**src/rtl/comp_divider_pkg.sv**
```systemverilog
// comp_divider_pkg
// Shared definitions for the sequential restoring divider: the default
// operand width, the controller state type and the iteration counter width.
// No ports (package only).
package comp_divider_pkg;

  // Default operand/result width; the iteration count equals the width.
  localparam int WIDTH_DEF = 32;

  // Controller states.
  typedef enum logic [1:0] {
    IDLE = 2'd0,
    BUSY = 2'd1,
    DONE = 2'd2
  } state_t;

  // The counter is one bit wider than needed to index WIDTH steps, so it
  // can also represent WIDTH itself.
  function automatic int cnt_width(input int w);
    return $clog2(w) + 1;
  endfunction

  localparam int CNT_W_DEF = $clog2(WIDTH_DEF) + 1;

endpackage

```
**src/rtl/comp_divider_step.sv**
```systemverilog
// comp_divider_step
// One combinational restoring-division step. The partial remainder is
// shifted left with the next dividend bit (the MSB of quo), the divisor is
// trial-subtracted, and the quotient register shifts left, taking the new
// quotient bit as its LSB.
// Ports:
//   rem      in   WIDTH  current partial remainder
//   quo      in   WIDTH  dividend/quotient shift register
//   divisor  in   WIDTH  latched divisor
//   rem_next out  WIDTH  partial remainder after this step
//   quo_next out  WIDTH  shift register after this step
module comp_divider_step
  import comp_divider_pkg::*;
#(
  parameter int WIDTH = WIDTH_DEF
) (
  input  logic [WIDTH-1:0] rem,
  input  logic [WIDTH-1:0] quo,
  input  logic [WIDTH-1:0] divisor,
  output logic [WIDTH-1:0] rem_next,
  output logic [WIDTH-1:0] quo_next
);

  logic [WIDTH:0] rem_shift;
  logic [WIDTH:0] diff;
  logic           borrow;

  // Working one bit wider keeps the shifted remainder from overflowing.
  // Because the remainder always stays below the divisor (or, for a zero
  // divisor, below 2**WIDTH), the top bit of the difference is a reliable
  // borrow flag, i.e. it is set exactly when rem_shift < divisor.
  assign rem_shift = {rem, quo[WIDTH-1]};
  assign diff      = rem_shift - {1'b0, divisor};
  assign borrow    = diff[WIDTH];

  // Restore on borrow, otherwise keep the difference and record a 1.
  always_comb begin
    rem_next = rem_shift[WIDTH-1:0];
    quo_next = {quo[WIDTH-2:0], 1'b0};
    if (!borrow) begin
      rem_next = diff[WIDTH-1:0];
      quo_next = {quo[WIDTH-2:0], 1'b1};
    end
  end

endmodule

```
**src/rtl/comp_divider.sv**
```systemverilog
// comp_divider
// Sequential unsigned restoring divider producing one quotient bit per
// clock. Run in IDLE latches the operands; WIDTH steps later Ready rises
// with the quotient and remainder, and stays high until Run is released.
// Optional build macro: COMPDIV_ZERO_BYPASS_EN - a zero divisor skips the
// iterations and finishes one edge after the start.
// Ports:
//   clk           in   1      clock, rising edge active
//   Reset         in   1      asynchronous active-low reset
//   Run           in   1      start request (level)
//   Dividend_in   in   WIDTH  dividend, sampled on start
//   Divisor_in    in   WIDTH  divisor, sampled on start
//   Quotient_out  out  WIDTH  quotient, valid while Ready=1
//   Remainder_out out  WIDTH  remainder, valid while Ready=1
//   Ready         out  1      result valid level
module comp_divider
  import comp_divider_pkg::*;
#(
  parameter int WIDTH = WIDTH_DEF
) (
  input  logic             clk,
  input  logic             Reset,
  input  logic             Run,
  input  logic [WIDTH-1:0] Dividend_in,
  input  logic [WIDTH-1:0] Divisor_in,
  output logic [WIDTH-1:0] Quotient_out,
  output logic [WIDTH-1:0] Remainder_out,
  output logic             Ready
);

  localparam int CNT_W = cnt_width(WIDTH);
  localparam logic [CNT_W-1:0] LAST_STEP = CNT_W'(WIDTH - 1);

  state_t           state;
  logic [WIDTH-1:0] rem;
  logic [WIDTH-1:0] quo;
  logic [WIDTH-1:0] divisor;
  logic [CNT_W-1:0] count;
  logic [WIDTH-1:0] rem_next;
  logic [WIDTH-1:0] quo_next;

  comp_divider_step #(
    .WIDTH(WIDTH)
  ) u_step (
    .rem      (rem),
    .quo      (quo),
    .divisor  (divisor),
    .rem_next (rem_next),
    .quo_next (quo_next)
  );

  // The quo register starts as the dividend and is shifted into the
  // quotient, so after the last step the registers are the result and
  // they simply hold until the next start or reset.
  assign Quotient_out  = quo;
  assign Remainder_out = rem;

  // Controller: start in IDLE, iterate in BUSY (ignoring Run and the
  // operand inputs), then hold the result in DONE until Run is released
  // so a held Run cannot retrigger an operation.
  always_ff @(posedge clk or negedge Reset) begin
    if (!Reset) begin
      state   <= IDLE;
      rem     <= '0;
      quo     <= '0;
      divisor <= '0;
      count   <= '0;
      Ready   <= 1'b0;
    end else begin
      case (state)
        IDLE: begin
          if (Run) begin
            quo     <= Dividend_in;
            divisor <= Divisor_in;
            rem     <= '0;
            count   <= '0;
            state   <= BUSY;
          end
        end
        BUSY: begin
`ifdef COMPDIV_ZERO_BYPASS_EN
          // A zero divisor always subtracts nothing, so the full
          // iteration would leave all ones and the dividend; jump there.
          if (divisor == '0) begin
            quo   <= '1;
            rem   <= quo;
            state <= DONE;
            Ready <= 1'b1;
          end else begin
`endif
            rem   <= rem_next;
            quo   <= quo_next;
            count <= count + 1'b1;
            if (count == LAST_STEP) begin
              state <= DONE;
              Ready <= 1'b1;
            end
`ifdef COMPDIV_ZERO_BYPASS_EN
          end
`endif
        end
        DONE: begin
          if (!Run) begin
            state <= IDLE;
            Ready <= 1'b0;
          end
        end
        default: begin
          state <= IDLE;
          Ready <= 1'b0;
        end
      endcase
    end
  end

endmodule

```
**config.mk**
```make
export PLATFORM = sky130hd
export DESIGN_NAME = comp_divider
export DESIGN_NICKNAME = d
export VERILOG_FILES = /design/src/rtl/comp_divider_pkg.sv /design/src/rtl/comp_divider_step.sv /design/src/rtl/comp_divider.sv
export SDC_FILE = /design/constraint.sdc
export NUM_CORES = 1
export LEC_CHECK = 0
export ABC_AREA = 0
export CORE_UTILIZATION = 50
export CTS_CLUSTER_SIZE = 30
export DETAILED_ROUTE_END_ITERATION = 7
export GPL_TIMING_DRIVEN = 0
export PLACE_DENSITY = 0.78
export SLEW_MARGIN = 20
export SYNTH_ARGS = -nofsm -noshare
export SYNTH_HDL_FRONTEND = slang
export SYNTH_HIERARCHICAL = 1
export SYNTH_SLANG_ARGS = --single-unit
```
**constraint.sdc**
```tcl
create_clock -name clk -period 4.9 [get_ports clk]
set_clock_uncertainty 0.2 [all_clocks]
set_input_delay 0.735 -clock clk [delete_from_list [all_inputs] [get_ports clk]]
set_output_delay 0.735 -clock clk [all_outputs]
set_load 0.02 [all_outputs]
```
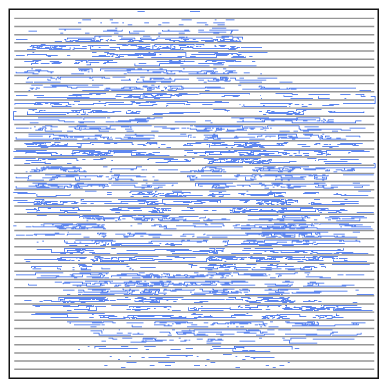
(M1 wires)
Scale: 3 px per um. Supply wires on this layer in gray.
share of all routed wire: 46%
longest straight run: 41.9 um
nets with wire on the layer: 885
wire length on this layer: 8080 um
main direction: horizontal

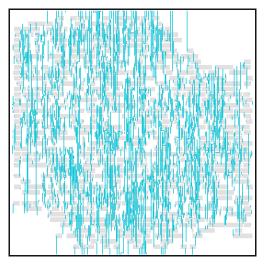
(the metal 2 layer)
Scale: 2 px per um.
share of all routed wire: 47%
main direction: vertical
longest straight run: 44.4 um

==> out/results.ini <==
[synth]
ys_sh_simple=0.1566
top_cells_by_count=dfrtp_1 (105), nand2_1 (87), a21oi_1 (58), nand3_1 (54), o21ai_0 (53)
syn_inst=767

[route]
first_pass_iters=6
drtIter0Drc=375
dr_wl_met3_um=985

[global_routing]
use_met2=0.3926

[layout]
post-route-util=0.6514
fin_nets=1011
clockBufferCount=13
most-common-layout-cells=clkdlybuf4s50_1 (130), dfrtp_1 (105), nand2_1 (87)
comb_area_mm2=0.003940
layout.cells.non_filler=1095

[placed_design]
port_buffers=131

[die]
fp.dieW_um=122.5
die_area_mm2=0.01500

[setup_path]
rr_endpoint=Remainder_out[21]

[outcome]
status=completed

[timing]
drv_slew=0

[clock_tree]
cts_resized=0

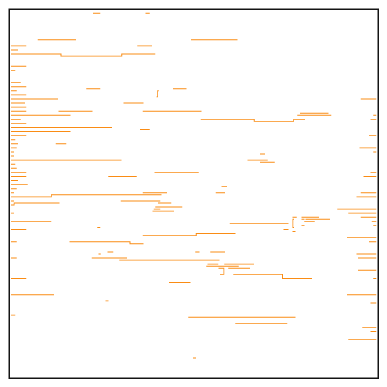
(metal 3)
Scale: 3 px per um.
longest straight run: 36.6 um
main direction: horizontal
nets with wire on the layer: 111
wire length on this layer: 985 um

